`config.mk`:
```
export PLATFORM = sky130hd
export DESIGN_NAME = lsu_wb_pipe_flat
export DESIGN_NICKNAME = d
export VERILOG_FILES = /design/src/rtl/lsu_pkg.sv /design/src/rtl/lsu_wb_pipe_if.sv /design/src/rtl/lsu_wb_lane.sv /design/src/rtl/lsu_wb_pipe.sv /design/src/flat_wrapper.sv
export SDC_FILE = /design/constraint.sdc
export NUM_CORES = 1
export LEC_CHECK = 0
export CAP_MARGIN = 30
export CORE_ASPECT_RATIO = 0.9
export CORE_MARGIN = 3
export CORE_UTILIZATION = 46
export DETAILED_ROUTE_END_ITERATION = 7
export GPL_TIMING_DRIVEN = 0
export PLACE_DENSITY = 0.71
export SYNTH_ARGS = -nofsm -noshare
export SYNTH_HDL_FRONTEND = slang
export SYNTH_SLANG_ARGS = --single-unit
```
`constraint.sdc`:
```
create_clock -name clk -period 4.6 [get_ports clk]
set_input_delay 0.92 -clock clk [delete_from_list [all_inputs] [get_ports clk]]
set_output_delay 0.92 -clock clk [all_outputs]
set_load 0.1 [all_outputs]
```
`src/rtl/lsu_pkg.sv`:
```
// Shared types and the load-data extraction helper for the LSU writeback path.
// Extraction is shared by every lane so that all lanes flag misalignment the same way.
package lsu_pkg;

  typedef enum logic [1:0] {
    SZ_B = 2'd0,
    SZ_H = 2'd1,
    SZ_W = 2'd2,
    SZ_X = 2'd3
  } size_e;

  typedef struct packed {
    logic [4:0]  rd;
    logic [31:0] data;
  } lsu_wb_entry_t;

  typedef struct packed {
    logic        ok;
    logic [31:0] data;
  } lsu_ext_t;

  // ok=0 for an illegal size, misaligned H/W, or an unsigned word load.
  function automatic lsu_ext_t lsu_extract(input logic [31:0] data, input logic [1:0] off,
                                           input size_e size, input logic zext);
    lsu_ext_t    res;
    logic [7:0]  b;
    logic [15:0] h;
    b        = data[{off, 3'b000} +: 8];
    h        = data[{off[1], 4'b0000} +: 16];
    res.ok   = 1'b0;
    res.data = '0;
    case (size)
      SZ_B: begin
        res.ok   = 1'b1;
        res.data = {{24{b[7] & ~zext}}, b};
      end
      SZ_H: begin
        res.ok   = ~off[0];
        res.data = {{16{h[15] & ~zext}}, h};
      end
      SZ_W: begin
        res.ok   = (off == 2'd0) && !zext;
        res.data = data;
      end
      default: res.ok = 1'b0;
    endcase
    return res;
  endfunction

endpackage

```
`src/rtl/lsu_wb_pipe_if.sv`:
```
// Memory-response and regfile-write bundle for all lanes of lsu_wb_pipe.
// slave = the writeback stage, master = the environment driving responses and accepting writes.
interface lsu_wb_pipe_if
  import lsu_pkg::*;
#(
  parameter int NUM_LANES = 2
) ();

  logic  [NUM_LANES-1:0]       rsp_valid;
  logic  [NUM_LANES-1:0]       rsp_ready;
  logic  [NUM_LANES-1:0]       rsp_is_load;
  logic  [NUM_LANES-1:0][4:0]  rsp_rd;
  logic  [NUM_LANES-1:0][1:0]  rsp_addr_lo;
  size_e [NUM_LANES-1:0]       rsp_size;
  logic  [NUM_LANES-1:0]       rsp_zext;
  logic  [NUM_LANES-1:0][31:0] rsp_data;

  logic  [NUM_LANES-1:0]       wr_valid;
  logic  [NUM_LANES-1:0]       wr_ready;
  logic  [NUM_LANES-1:0][4:0]  wr_rd;
  logic  [NUM_LANES-1:0][31:0] wr_data;

  modport slave (
    input  rsp_valid, rsp_is_load, rsp_rd, rsp_addr_lo, rsp_size, rsp_zext, rsp_data, wr_ready,
    output rsp_ready, wr_valid, wr_rd, wr_data
  );

  modport master (
    output rsp_valid, rsp_is_load, rsp_rd, rsp_addr_lo, rsp_size, rsp_zext, rsp_data, wr_ready,
    input  rsp_ready, wr_valid, wr_rd, wr_data
  );

endinterface

```
`src/rtl/lsu_wb_lane.sv`:
```
// One writeback lane: extract/extend the load, queue it in a DEPTH-entry FIFO, drain to the regfile.
// LSU_WB_BYPASS_EN: an accepted load skips an empty FIFO when the regfile port is ready.
module lsu_wb_lane
  import lsu_pkg::*;
#(
  parameter int DEPTH = 2
) (
  input  logic        clk,
  input  logic        rst,
  input  logic        i_flush,
  input  logic        i_err_clr,
  input  logic        i_rsp_valid,
  output logic        o_rsp_ready,
  input  logic        i_rsp_is_load,
  input  logic [4:0]  i_rsp_rd,
  input  logic [1:0]  i_rsp_addr_lo,
  input  size_e       i_rsp_size,
  input  logic        i_rsp_zext,
  input  logic [31:0] i_rsp_data,
  output logic        o_wr_valid,
  input  logic        i_wr_ready,
  output logic [4:0]  o_wr_rd,
  output logic [31:0] o_wr_data,
  output logic        o_err
);

  localparam int PTR_W = $clog2(DEPTH);
  localparam int CNT_W = PTR_W + 1;

  lsu_wb_entry_t    r_mem [DEPTH];
  lsu_wb_entry_t    r_last;
  logic [PTR_W-1:0] r_wptr, r_rptr;
  logic [CNT_W-1:0] r_count;
  logic             r_ready, r_err;

  lsu_ext_t         w_ext;
  lsu_wb_entry_t    w_new, w_head, w_out;
  logic             w_accept, w_legal, w_push, w_pop, w_err_set, w_bypass, w_nonempty;
  logic [CNT_W-1:0] w_count_nxt;

  assign w_ext      = lsu_extract(i_rsp_data, i_rsp_addr_lo, i_rsp_size, i_rsp_zext);
  assign w_new      = '{rd: i_rsp_rd, data: w_ext.data};
  assign w_head     = r_mem[r_rptr];
  assign w_nonempty = (r_count != '0);

  assign w_accept  = i_rsp_valid & r_ready;
  assign w_err_set = w_accept & i_rsp_is_load & ~w_ext.ok;
  // Stores, rd==0 loads and errored loads are consumed here but never queued.
  assign w_legal   = w_accept & i_rsp_is_load & w_ext.ok & (i_rsp_rd != 5'd0) & ~i_flush;

`ifdef LSU_WB_BYPASS_EN
  assign w_bypass = w_legal & ~w_nonempty & i_wr_ready;
`else
  assign w_bypass = 1'b0;
`endif

  assign w_push      = w_legal & ~w_bypass;
  assign w_pop       = w_nonempty & i_wr_ready;
  assign w_count_nxt = r_count + CNT_W'(w_push) - CNT_W'(w_pop);

  // NOTE: every always_comb output gets a default first so no path can infer a latch.
  always_comb begin
    w_out = r_last;
    if (w_nonempty) w_out = w_head;
    else if (w_bypass) w_out = w_new;
  end

  assign o_wr_valid  = w_nonempty | w_bypass;
  assign o_wr_rd     = w_out.rd;
  assign o_wr_data   = w_out.data;
  assign o_rsp_ready = r_ready;
  assign o_err       = r_err;

  // NOTE: control state uses non-blocking assignments so every register sees pre-edge values.
  always_ff @(posedge clk) begin
    if (rst) begin
      r_wptr  <= '0;
      r_rptr  <= '0;
      r_count <= '0;
      r_ready <= 1'b1;
      r_last  <= '0;
      r_err   <= 1'b0;
    end else begin
      if (i_flush) begin
        r_wptr  <= '0;
        r_rptr  <= '0;
        r_count <= '0;
        r_ready <= 1'b1;
      end else begin
        if (w_push) r_wptr <= r_wptr + PTR_W'(1);
        if (w_pop)  r_rptr <= r_rptr + PTR_W'(1);
        r_count <= w_count_nxt;
        r_ready <= (w_count_nxt != CNT_W'(DEPTH));
      end
      if (w_pop)         r_last <= w_head;
      else if (w_bypass) r_last <= w_new;
      // A new error in the same cycle as err_clr must survive.
      if (w_err_set)      r_err <= 1'b1;
      else if (i_err_clr) r_err <= 1'b0;
    end
  end

  // NOTE: storage is not reset; r_count gates every read, so stale slots are never visible.
  always_ff @(posedge clk) begin
    if (w_push) r_mem[r_wptr] <= w_new;
  end

endmodule

```
`src/rtl/lsu_wb_pipe.sv`:
```
// Multi-lane load-writeback stage: NUM_LANES independent lsu_wb_lane copies sharing flush/err_clr.
// LSU_WB_BYPASS_EN (in lsu_wb_lane) enables the zero-latency bypass of an empty FIFO.
module lsu_wb_pipe
  import lsu_pkg::*;
#(
  parameter int NUM_LANES = 2,
  parameter int XLEN      = 32,
  parameter int DEPTH     = 2
) (
  input  logic                 clk,
  input  logic                 rst,
  input  logic                 flush,
  input  logic                 err_clr,
  output logic [NUM_LANES-1:0] err,
  lsu_wb_pipe_if.slave         bus
);

  if (XLEN != 32 || DEPTH < 2 || (DEPTH & (DEPTH - 1)) != 0 || NUM_LANES < 1) begin : g_param_check
    $error("lsu_wb_pipe: XLEN must be 32, DEPTH a power of two >= 2, NUM_LANES >= 1");
  end

  for (genvar g = 0; g < NUM_LANES; g++) begin : g_lane
    lsu_wb_lane #(
      .DEPTH(DEPTH)
    ) u_lane (
      .clk          (clk),
      .rst          (rst),
      .i_flush      (flush),
      .i_err_clr    (err_clr),
      .i_rsp_valid  (bus.rsp_valid[g]),
      .o_rsp_ready  (bus.rsp_ready[g]),
      .i_rsp_is_load(bus.rsp_is_load[g]),
      .i_rsp_rd     (bus.rsp_rd[g]),
      .i_rsp_addr_lo(bus.rsp_addr_lo[g]),
      .i_rsp_size   (bus.rsp_size[g]),
      .i_rsp_zext   (bus.rsp_zext[g]),
      .i_rsp_data   (bus.rsp_data[g]),
      .o_wr_valid   (bus.wr_valid[g]),
      .i_wr_ready   (bus.wr_ready[g]),
      .o_wr_rd      (bus.wr_rd[g]),
      .o_wr_data    (bus.wr_data[g]),
      .o_err        (err[g])
    );
  end

endmodule

```
`src/flat_wrapper.sv`:
```
// flat-port wrapper written by rule: the top's interface ports become plain ports
module lsu_wb_pipe_flat import lsu_pkg::*;
#(
  parameter int NUM_LANES = 2,
  parameter int XLEN      = 32,
  parameter int DEPTH     = 2
)
  (clk, rst, flush, err_clr, err, bus_rsp_valid, bus_rsp_is_load, bus_rsp_rd, bus_rsp_addr_lo, bus_rsp_size, bus_rsp_zext, bus_rsp_data, bus_wr_ready, bus_rsp_ready, bus_wr_valid, bus_wr_rd, bus_wr_data);
  lsu_wb_pipe_if #(.NUM_LANES(NUM_LANES)) bus_i ();
  input  logic clk;
  input  logic rst;
  input  logic flush;
  input  logic err_clr;
  output logic [NUM_LANES-1:0] err;
  input wire logic [$bits(bus_i.rsp_valid)-1:0] bus_rsp_valid;
  input wire logic [$bits(bus_i.rsp_is_load)-1:0] bus_rsp_is_load;
  input wire logic [$bits(bus_i.rsp_rd)-1:0] bus_rsp_rd;
  input wire logic [$bits(bus_i.rsp_addr_lo)-1:0] bus_rsp_addr_lo;
  input wire logic [$bits(bus_i.rsp_size)-1:0] bus_rsp_size;
  input wire logic [$bits(bus_i.rsp_zext)-1:0] bus_rsp_zext;
  input wire logic [$bits(bus_i.rsp_data)-1:0] bus_rsp_data;
  input wire logic [$bits(bus_i.wr_ready)-1:0] bus_wr_ready;
  output wire logic [$bits(bus_i.rsp_ready)-1:0] bus_rsp_ready;
  output wire logic [$bits(bus_i.wr_valid)-1:0] bus_wr_valid;
  output wire logic [$bits(bus_i.wr_rd)-1:0] bus_wr_rd;
  output wire logic [$bits(bus_i.wr_data)-1:0] bus_wr_data;
  assign bus_i.rsp_valid = bus_rsp_valid;
  assign bus_i.rsp_is_load = bus_rsp_is_load;
  assign bus_i.rsp_rd = bus_rsp_rd;
  assign bus_i.rsp_addr_lo = bus_rsp_addr_lo;
  assign bus_i.rsp_size = bus_rsp_size;
  assign bus_i.rsp_zext = bus_rsp_zext;
  assign bus_i.rsp_data = bus_rsp_data;
  assign bus_i.wr_ready = bus_wr_ready;
  assign bus_rsp_ready = bus_i.rsp_ready;
  assign bus_wr_valid = bus_i.wr_valid;
  assign bus_wr_rd = bus_i.wr_rd;
  assign bus_wr_data = bus_i.wr_data;
  lsu_wb_pipe #(.NUM_LANES(NUM_LANES), .XLEN(XLEN), .DEPTH(DEPTH)) u_core (.clk(clk), .rst(rst), .flush(flush), .err_clr(err_clr), .err(err), .bus(bus_i));
endmodule
```
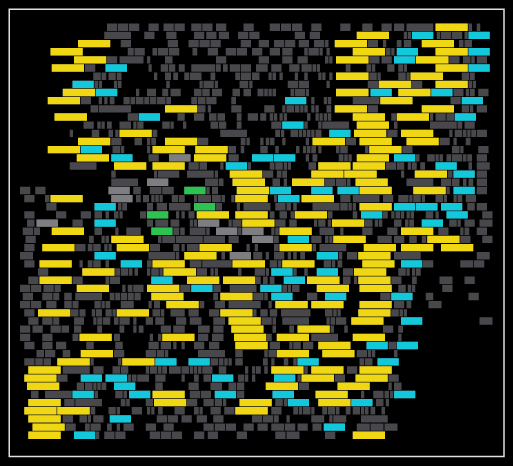
Run 1: sequential cells grouped by signal name
Drawn at 3 px/um. Other sequential cells in the stronger grey, the rest of the logic in the fainter grey.
Yellow stands for u_core.g_lane.u_lane.r_mem, sequential cells 148, where all over the die. Cyan stands for u_core.g_lane.u_lane.r_last, sequential cells 74, where all over the die. Green stands for u_core.g_lane.u_lane.r_count, sequential cells 4.
Another 10 sequential cells are not coloured.

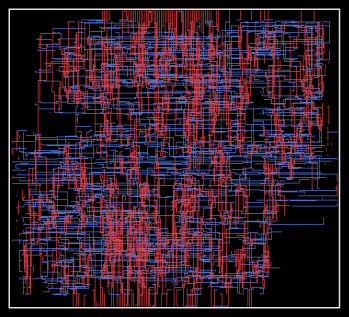
Run 1: routed metal, one colour a layer
Drawn at 2 px/um. Two of the layers only.
Blue stands for metal 1, wire length 13200 um. Red stands for metal 2, wire length 13300 um.
WL per Instance: 19.9 um
final wirelength: 28700 um
Tot GR Track Use: 23.2%

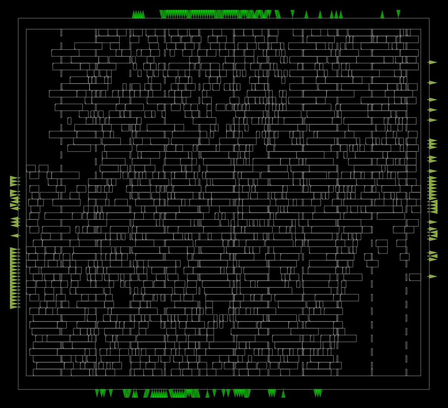
Run 1: cell outlines without signal wires
Core Rows: 51
Tapcell Cnt: 291
fin util: 61.4%

==> metrics.yaml, run 1 <==
top_cell_area_share_pct: 42.8
final_cell_mix: "168 x nor2_1, 154 x clkdlybuf4s50_1, 148 x edfxtp_1"
grt_first_pass_wirelength_um: 44000
crit_required_ns: 3.68
grt_overflow: 0
critPathLaunchType: "flop"
placed_cells: 1393
yosysTopAreaCell: "edfxtp_1"
fin_setup_tns_ns: 0
max_cap_violations: 0
period_used_pct: 95.6
ys_area_um2: 10400
finalWorstSetupSlack_ns: 0.201
cts-hold-fix-buffers: 0
worstPathCellList: "or2_1 -> clkbuf_1 -> clkbuf_1 -> clkbuf_1 -> nor2_1 -> a21oi_1 -> clkdlybuf4s50_1"
power_frac_seq_pct: 46.9
end_kind: "primary output"
root_buffer: "clkbuf_16"
clk_latency_ns: 0.51
power_w: 0.00489
place_ws_ns: 0.530
holdCritStartpoint: "u_core.g_lane[1].u_lane.o_err"
htreeDepth: 1
first_pass_iters: 5
hold_viol: 0
grt_pass1_vias: 7817
path_common_cell: "clkbuf_1"
layout_top_cell: "nor2_1"
ys_ff: 236
ant_nets: 0
post_route_cells_drive_above_1_share_pct: 7.76
grt_max_degree: 32
port_buffers: 170
antenna_found_initial: 0
area_delta_synth_final_pct: 29.4
pwr-share-clk_pct: 40.3
hold_class: "reg -> reg"
status: "finished clean"
whs_endpoint: "u_core.g_lane[1].u_lane.o_err"
edf_count: 148
cts_tree: "done"
max_freq_mhz: 227
crit_path_top_delay_cell: "clkdlybuf4s50_1"
synthTopCellsByArea: "edfxtp_1 43%, dfxtp_1 17%, mux2i_1 8.6%"
pwr_density_cell_nw_per_um2: 364
diodes: 0
pin_count: 174
final-max-slew-violation-count: 0
ys_types: 51
fillerInstances: 1768
fin_nets: 1227
logic_area_um2: 3820
swShare_pct: 24.6
r2r-end: "u_core.g_lane[1].u_lane.o_rsp_ready"
ys_cells: 927
clkSinkCount: 236
crit_path_start: "u_core.g_lane[0].u_lane.r_count[1]"
die_y_um: 149
timing.final.crit_period_ns: 4.40
combPwrFrac_pct: 12.7
finClkSkew_ns: 0.00716
drt_iter0_markers: 766
dr_total_vias: 8014
rsz0062_at_grt: "false"
max_slew_margin_pct: 32.4
worstPathMaxFanout: 10
syn-cell-area_um2: 10400
syn_area_per_cell_um2: 11.2
flop_area_um2: 6210
async_flop_share_pct: 0
p_sw_w: 0.00120
hpwlAfterDp_um: 21100
[run 1: how the worst max path moves through the flow]
stage / endpoint / slack, ns
CTS: bus_wr_rd[8] / 0.02
global route: bus_wr_data[38] / 0.005
floorplan: u_core.g_lane[0].u_lane.r_mem[0][0] / 0.64
global placement: u_core.g_lane[0].u_lane.r_mem[1][22] / -0.97
detailed placement: bus_wr_data[63] / 0.53
finish: bus_wr_data[24] / 0.20
[run 1: layout make-up]
cell class	instances	share of cell area (%)
tap	291	2.71
inverter	7	0.195
multi-input combinational	603	28.4
timing repair buffer	175	13.8
buffer	81	2.68
sequential	236	46.2
clock inverter	7	0.614
clock buffer	38	5.40
[run 1: per-layer routing]
metal | vias up | track usage [%] | part of all wire (%)
met2 | 292 | 36.7 | 47
li1 | 3799 | - | -
met1 | 3895 | 34.9 | 46
met5 | - | 0 | 0
met4 | 0 | 4.11 | 1.3
met3 | 28 | 2.87 | 6.2
[run 1: power groups by stage]
| stage | clock [W] | combinational [W] | sequential, W |
|---|---|---|---|
| final | 0.00197 | 0.000623 | 0.00230 |
| after global routing | 0.00210 | 0.000657 | 0.00230 |
| after detailed placement | 0 | 0.000618 | 0.00234 |
| after floorplan | 0 | 0.000387 | 0.00234 |
| after global placement | 0 | 0.000607 | 0.00234 |
| after CTS | 0.00200 | 0.000620 | 0.00230 |
[run 1: worst max-delay path: cells and delay by family (launching register included)]
family / cells / cell delay [ns]
AOI/OAI and AO/OA: 1 / 0.16
and+or+nand+nor: 2 / 0.22
DFF: 1 / 0.33
buffers and inverters: 4 / 2.25
[run 1: flip-flops by register name, summed over array words and instances (netlist names), named ones only]
signal and cells:
u_core.g_lane.u_lane.r_mem 148, u_core.g_lane.u_lane.r_last 74, u_core.g_lane.u_lane.r_count 4, u_core.g_lane.u_lane.o_err 2
u_core.g_lane.u_lane.o_rsp_ready 2, u_core.g_lane.u_lane.r_rptr 2, u_core.g_lane.u_lane.r_wptr 2
[run 1: cell families after synthesis]
logic type | Yosys count | share of synthesized area [%]
simple gates | 267 | 11.0
flops | 236 | 59.8
compound gates | 226 | 14.5
mux | 102 | 10.2
buf+inv | 88 | 3.72
xor+xnor | 4 | 0.337
fa+ha+maj | 4 | 0.482
[run 1: cells in the mapped netlist, types with 2 or more instances]
cell	number
or3_1	2
or4_1	2
clkbuf_1	39
a21oi_1	86
nand2b_1	9
o22ai_1	7
mux2_2	10
a22oi_1	7
or2_1	2
or2_2	4
nor3b_1	2
mux4_2	2
a21o_1	17
nor2_1	172
nand3b_1	4
nand2_1	46
a221o_1	10
buf_1	16
a222oi_1	2
xor2_1	2
nor2b_1	5
nor3_1	5
and2_1	7
buf_2	18
a211oi_1	74
inv_1	7
ha_1	4
o21ai_0	5
buf_4	7
xnor2_1	2
nand3_1	2
mux2i_1	89
o211ai_1	9
dfxtp_1	88
edfxtp_1	148
[run 1: what timing repair did]
action	CTS	global route
pin swaps	0	0
cloned	0	0
endpoints found under the setup margin	1	15
gates resized	1	15
[run 1: stage by stage]
stage / hold WS (ns) / instance area, um^2
after global placement: 0.459 / 12500
final: 0.474 / 13400
after detailed placement: 0.461 / 12600
after floorplan: 0.437 / 10400
after global routing: 0.492 / 13400
after CTS: 0.471 / 13400
Run 1, placed cells, one colour a class:
Drawn at 1.5 px/um.
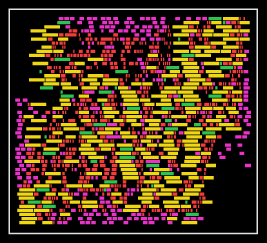

--- run 2 (diff from run 1) ---
--- a/config.mk
+++ b/config.mk
@@ -10,7 +10,6 @@
 export CORE_MARGIN = 3
 export CORE_UTILIZATION = 46
 export DETAILED_ROUTE_END_ITERATION = 7
-export GPL_TIMING_DRIVEN = 0
 export PLACE_DENSITY = 0.71
 export SYNTH_ARGS = -nofsm -noshare
 export SYNTH_HDL_FRONTEND = slang
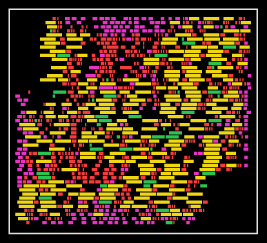
Run 2: placed cells, one colour a class
Drawn at 1.5 px/um.
Magenta stands for remaining buffers and delay cells, cells 194, share of their area 14%. Green stands for clock drivers and dummy loads, cells 46, share of their area 6.2%. Red stands for combinational and other logic, cells 610, share of their area 30%. Yellow stands for sequential cells, cells 236, share of their area 49%.
post-route cell area: 13000 um^2
fin util: 59.4%
Seq area share: 47.7%
core area: 21900 um^2

==> run 2 against run 1 <==
- worst setup slack improved by 0.52 ns
- non-clock buffer count fell by 62
- cell area fell by 3.2%
- highest routed layer unchanged
- wire length fell by 11%
- via count fell by 6.7%
- total power fell by 2.2%
- register-to-register slack improved by 0.36 ns
- critical path type unchanged
- flip-flop count did not move
- critical endpoint is now bus_wr_valid[1]
- area after synthesis did not move
- largest cell class unchanged
- count of clock-buffer cells in the layout did not move
- sequential power barely moved
==> metrics.yaml, run 2 <==
first_pass_iters: 5
diodes: 0
max_cap_violations: 0
syn-cell-area_um2: 10400
edf_count: 148
grt_usage_pct: 20.5
rows: 51
drt_iter0_markers: 529
yosysTopAreaCell: "edfxtp_1"
finClkSkew_ns: 0.0127
wl_per_cell_um: 18.5
cts_resized: 0
hold_viol: 0
fin_nets: 1165
synth_top_cell_by_count: "nor2_1"
r2r-end: "u_core.g_lane[0].u_lane.o_rsp_ready"
final-max-slew-violation-count: 0
die_y_um: 149
synth.cells.most_frequent: "172 x nor2_1, 148 x edfxtp_1, 89 x mux2i_1"
cts-hold-fix-buffers: 0
synthTopCellsByArea: "edfxtp_1 43%, dfxtp_1 17%, mux2i_1 8.6%"
area_delta_synth_final_pct: 25.3
drt_wl_total_um: 25400
grt_overflow: 0
syn_area_per_cell_um2: 11.2
critical-path-top-delay-family: "buffers and inverters"
final_cell_mix: "168 x nor2_1, 148 x edfxtp_1, 122 x clkdlybuf4s50_1"
placed_cells: 1331
worstPathBufferInverterCount: 2
ys_area_um2: 10400
largestRegisters: "u_core.g_lane.u_lane.r_mem x148, u_core.g_lane.u_lane.r_last x74, u_core.g_lane.u_lane.r_count x4"
layout_top_cell: "nor2_1"
crit_path_top_delay_cell: "clkdlybuf4s50_1"
whs_endpoint: "u_core.g_lane[1].u_lane.o_err"
htreeDepth: 1
top_layer: "met4"
antenna_found_initial: 0
root_buffer: "clkbuf_16"
period_used_pct: 84.2
ys_cells: 927
port_buffers: 173
pwr_density_cell_nw_per_um2: 368
worstPathMaxFanout: 36
pin_count: 174
dr_wl_met3_um: 1490
cts_tree: "done"
dr_total_vias: 7480
grt_pass1_vias: 7149
max_slew_margin_pct: 33.8
rsz0062_at_grt: "false"
async_flop_share_pct: 0
post_route_cells_drive_above_1_share_pct: 12.7
hold_class: "reg -> reg"
grt_first_pass_wirelength_um: 39300
critPathLaunchType: "flop"
timing.final.crit_period_ns: 3.87
status: "finished clean"
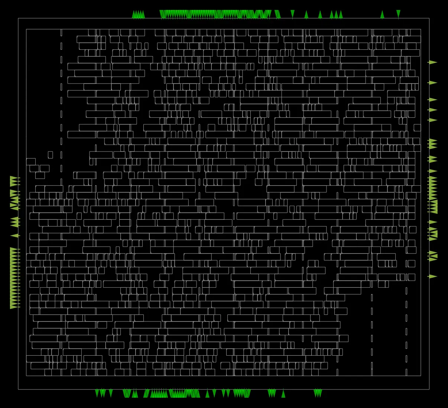
Run 2: cell outlines without signal wires
final cell count without fillers: 1377
registers: 236
Fillers: 1831

-- run 2: worst max path at each step --
stage,start,to,slack (ns),cells after the start
floorplan,bus_rsp_addr_lo[1],u_core.g_lane[0].u_lane.r_mem[0][0],0.64,6
global placement,bus_rsp_addr_lo[0],u_core.g_lane[0].u_lane.o_rsp_ready,0.82,12
detailed placement,bus_rsp_addr_lo[0],u_core.g_lane[0].u_lane.o_rsp_ready,0.76,12
CTS,u_core.g_lane[1].u_lane.r_count[1],bus_wr_data[32],0.68,4
global route,u_core.g_lane[1].u_lane.r_count[1],bus_wr_valid[1],0.59,3
finish,u_core.g_lane[1].u_lane.r_count[1],bus_wr_valid[1],0.73,3
-- run 2: power by group --
group          total, W  switching (W)  internal (W)
registers       0.00230     0.00000993       0.00229
logic          0.000596       0.000399      0.000197
clock network   0.00189       0.000788       0.00110
total           0.00479        0.00120       0.00359
-- run 2: layout make-up --
class	count	area [um^2]
fillers	1831	8880
flip-flops and latches	236	6210
multi-input cells	603	3830
repair buffers	194	1800
clock buffers	38	736
well taps	291	364
clock inverters	8	45.0
inverters	7	26.3
-- run 2: cell families (layout without fill, tap and decap cells) --
family | Yosys count | after routing | share of synthesized area [%]
XOR/XNOR | 4 | 4 | 0.337
adder cells (fa/ha/maj) | 4 | 4 | 0.482
AND-OR/OR-AND | 226 | 226 | 14.5
buffers and inverters | 88 | 247 | 3.72
AND/OR/NAND/NOR | 267 | 267 | 11.0
flip-flops | 236 | 236 | 59.8
multiplexers | 102 | 102 | 10.2
-- run 2: metal layers --
layer  up-vias  track usage, %
met2       228            32.5
met5         -               0
li1       3679               -
met3        40            3.29
met1      3533            29.6
met4         0            5.32
-- run 2: worst register-to-register path, cell delays in order (launching register included) --
cell	delay (ns)
dfxtp_1	0.32
or2_2	0.55
buf_4	0.36
and2_2	0.28
ha_1	0.27
inv_1	0.04
ha_1	0.19
xor2_1	0.15
and2_1	0.15
nor3_1	0.17
nand2b_1	0.07
-- run 2: per-stage QoR --
step / power, W / setup slack (ns) / hold slack, ns / instance area [um^2] / util [%]
global placement: 0.00293 / 0.823 / 0.470 / 12200 / 55.7
floorplan: 0.00273 / 0.636 / 0.437 / 10400 / -
global route: 0.00494 / 0.592 / 0.511 / 13000 / 59.4
detailed placement: 0.00294 / 0.764 / 0.468 / 12200 / 55.9
CTS: 0.00482 / 0.684 / 0.480 / 13000 / 59.4
finish: 0.00479 / 0.726 / 0.483 / 13000 / 59.4
Run 2, sequential cells grouped by signal name:
Drawn at 3 px/um. Other sequential cells in the stronger grey, the rest of the logic in the fainter grey.
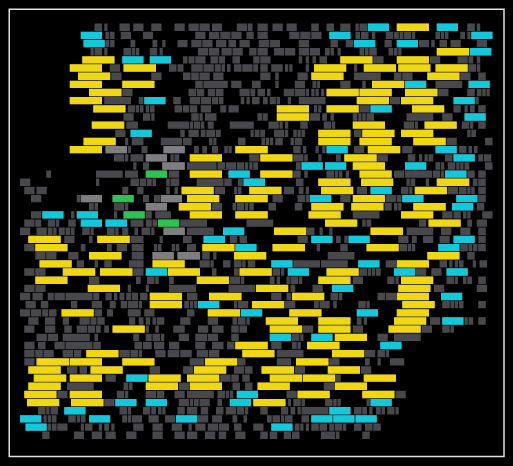

--- run 3 (diff from run 2) ---
==> constraint.sdc (replaced) <==
create_clock -name clk -period 3.76 [get_ports clk]
set_input_delay 0.752 -clock clk [delete_from_list [all_inputs] [get_ports clk]]
set_output_delay 0.752 -clock clk [all_outputs]
set_load 0.1 [all_outputs]
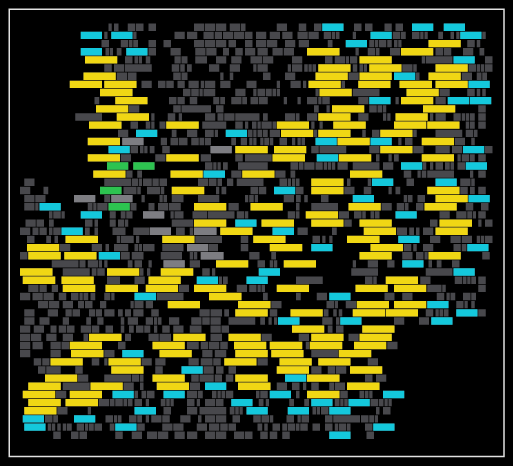
Run 3: sequential cells grouped by signal name
Drawn at 3 px/um. Other sequential cells in the stronger grey, the rest of the logic in the fainter grey.
Yellow stands for u_core.g_lane.u_lane.r_mem, sequential cells 148, where all over the die. Cyan stands for u_core.g_lane.u_lane.r_last, sequential cells 74, where all over the die. Green stands for u_core.g_lane.u_lane.r_count, sequential cells 4.
Another 10 sequential cells are not coloured.
P_seq: 0.00281 W
Seq area share: 47.5%
fin util: 59.7%
Flop area: 6210 um^2

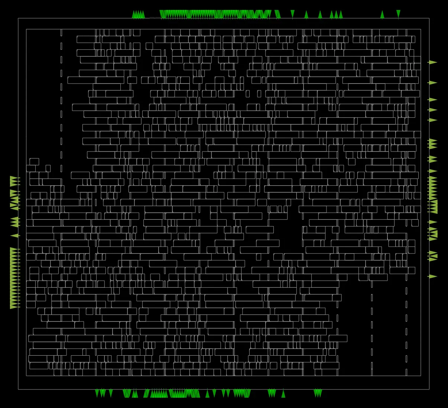
Run 3: cell outlines without signal wires
final cell count without fillers: 1385
Fillers: 1769

==> run 3 against run 2 <==
- cell count grew 0.58%
- flip-flop count is the same
- largest power group unchanged
- non-clock buffer count grew 8
- first-iteration DRC count grew 27%
- core utilization grew 0.23 points
- register-to-register slack lost 0.70 ns
- count of clock-buffer cells in the layout grew 2
- worst setup slack lost 0.21 ns
- critical path depth grew 2
==> metrics.yaml, run 3 <==
status: "finished clean"
fin_nets: 1173
rows: 51
synth_top_cell_by_count: "nor2_1"
clk_latency_ns: 0.52
grt_usage_pct: 20.2
syn_area_per_cell_um2: 11.2
pwr-share-clk_pct: 39.8
max_slew_margin_pct: 34.5
hpwlAfterDp_um: 17500
worstPathMaxFanout: 48
crit_required_ns: 3.01
combPwrFrac_pct: 12.4
grt_pass1_vias: 7096
period_used_pct: 86.3
cts_resized: 0
layout_top_cell: "nor2_1"
max_freq_mhz: 308
drt_wl_total_um: 25400
hold_class: "reg -> reg"
timing.final.crit_period_ns: 3.24
swShare_pct: 24.9
pwr_density_cell_nw_per_um2: 450
post_route_cells_drive_above_1_share_pct: 15.8
end_kind: "primary output"
area_delta_synth_final_pct: 25.7
ys_ff: 236
diodes: 0
htreeDepth: 1
syn-cell-area_um2: 10400
largestRegisters: "u_core.g_lane.u_lane.r_mem x148, u_core.g_lane.u_lane.r_last x74, u_core.g_lane.u_lane.r_count x4"
antenna_found_initial: 0
edf_count: 148
grt_first_pass_wirelength_um: 39100
top_cell_area_share_pct: 42.8
cts_tree: "done"
drt_iter0_markers: 671
top_layer: "met4"
async_flop_share_pct: 0
port_buffers: 173
r2r-end: "u_core.g_lane[1].u_lane.o_rsp_ready"
pin_count: 174
dr_total_vias: 7610
root_buffer: "clkbuf_16"
dr_wl_met3_um: 1580
finClkSkew_ns: 0.0158
critPathCapture: "bus_wr_data[58]"
clkSinkCount: 236
whs_ns: 0.476
-- run 3: kinds of logic (layout without fill, tap and decap cells) --
family / count (synthesis) / after routing / synth area share [%]
xor+xnor: 4 / 4 / 0.337
flops: 236 / 236 / 59.8
buf+inv: 88 / 255 / 3.72
simple gates: 267 / 267 / 11.0
compound gates: 226 / 226 / 14.5
fa+ha+maj: 4 / 4 / 0.482
mux: 102 / 102 / 10.2
-- run 3: layer usage --
layer / vias up / GRT usage [%]
met4: 0 / 5.24
li1: 3690 / -
met1: 3622 / 29.3
met3: 42 / 3.59
met5: - / 0
met2: 256 / 31.7
-- run 3: cell type report --
cell class                      count  area share (%)
Inverter                            7           0.201
Clock buffer                       40            5.77
Timing Repair Buffer              202            14.1
Tap cell                          291            2.79
Sequential cell                   236            47.5
Clock inverter                      6           0.287
Multi-Input combinational cell    603            29.3
-- run 3: worst max-delay path, stage by stage, from the launching register on --
cell and delay, ns:
dfxtp_1 0.33, or2_2 0.72, buf_4 0.36, nor2_1 0.07
a21oi_1 0.14, buf_4 0.31
-- run 3: how the worst min path moves through the flow --
stage               slack [ns]                         startpoint                                end
floorplan                 0.44      u_core.g_lane[1].u_lane.o_err      u_core.g_lane[1].u_lane.o_err
global placement          0.46      u_core.g_lane[1].u_lane.o_err      u_core.g_lane[1].u_lane.o_err
detailed placement        0.47      u_core.g_lane[1].u_lane.o_err      u_core.g_lane[1].u_lane.o_err
CTS                       0.49      u_core.g_lane[1].u_lane.o_err      u_core.g_lane[1].u_lane.o_err
global route              0.52  u_core.g_lane[1].u_lane.r_last[3]  u_core.g_lane[1].u_lane.r_last[3]
finish                    0.48      u_core.g_lane[1].u_lane.o_err      u_core.g_lane[1].u_lane.o_err
-- run 3: stage by stage --
stage	power (W)	std cells	setup WS (ns)	TNS, ns	cell area [um^2]
floorplan	0.00334	927	-0.0357	-2.64	10400
global placement	0.00358	1337	0.299	0	12200
detailed placement	0.00359	1339	0.253	0	12300
CTS	0.00593	1385	0.499	0	13100
global route	0.00608	1385	0.371	0	13100
finish	0.00588	1385	0.515	0	13100
-- run 3: power by group through the flow --
stage	logic, W	registers, W	clock network [W]
after detailed placement	0.000727	0.00287	0
after floorplan	0.000473	0.00286	0
after global routing	0.000773	0.00281	0.00249
after global placement	0.000717	0.00286	0
final	0.000732	0.00281	0.00234
after CTS	0.000730	0.00281	0.00239

==> layout pictures side by side <==
M3 wires.
Drawn at 2 px/um.
image #1
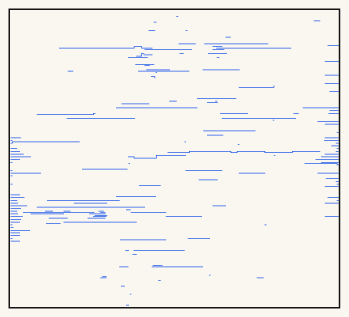
image #2
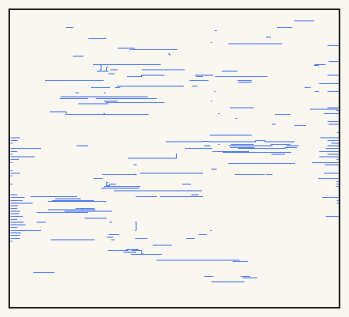
image #2: run 1
image #1: run 2

Key to image #2:
The wires run mostly horizontal. The longest straight run is 43.7 um. 148 nets have wire on it.

No activity file was given, so power comes from the tool's default toggle rates.
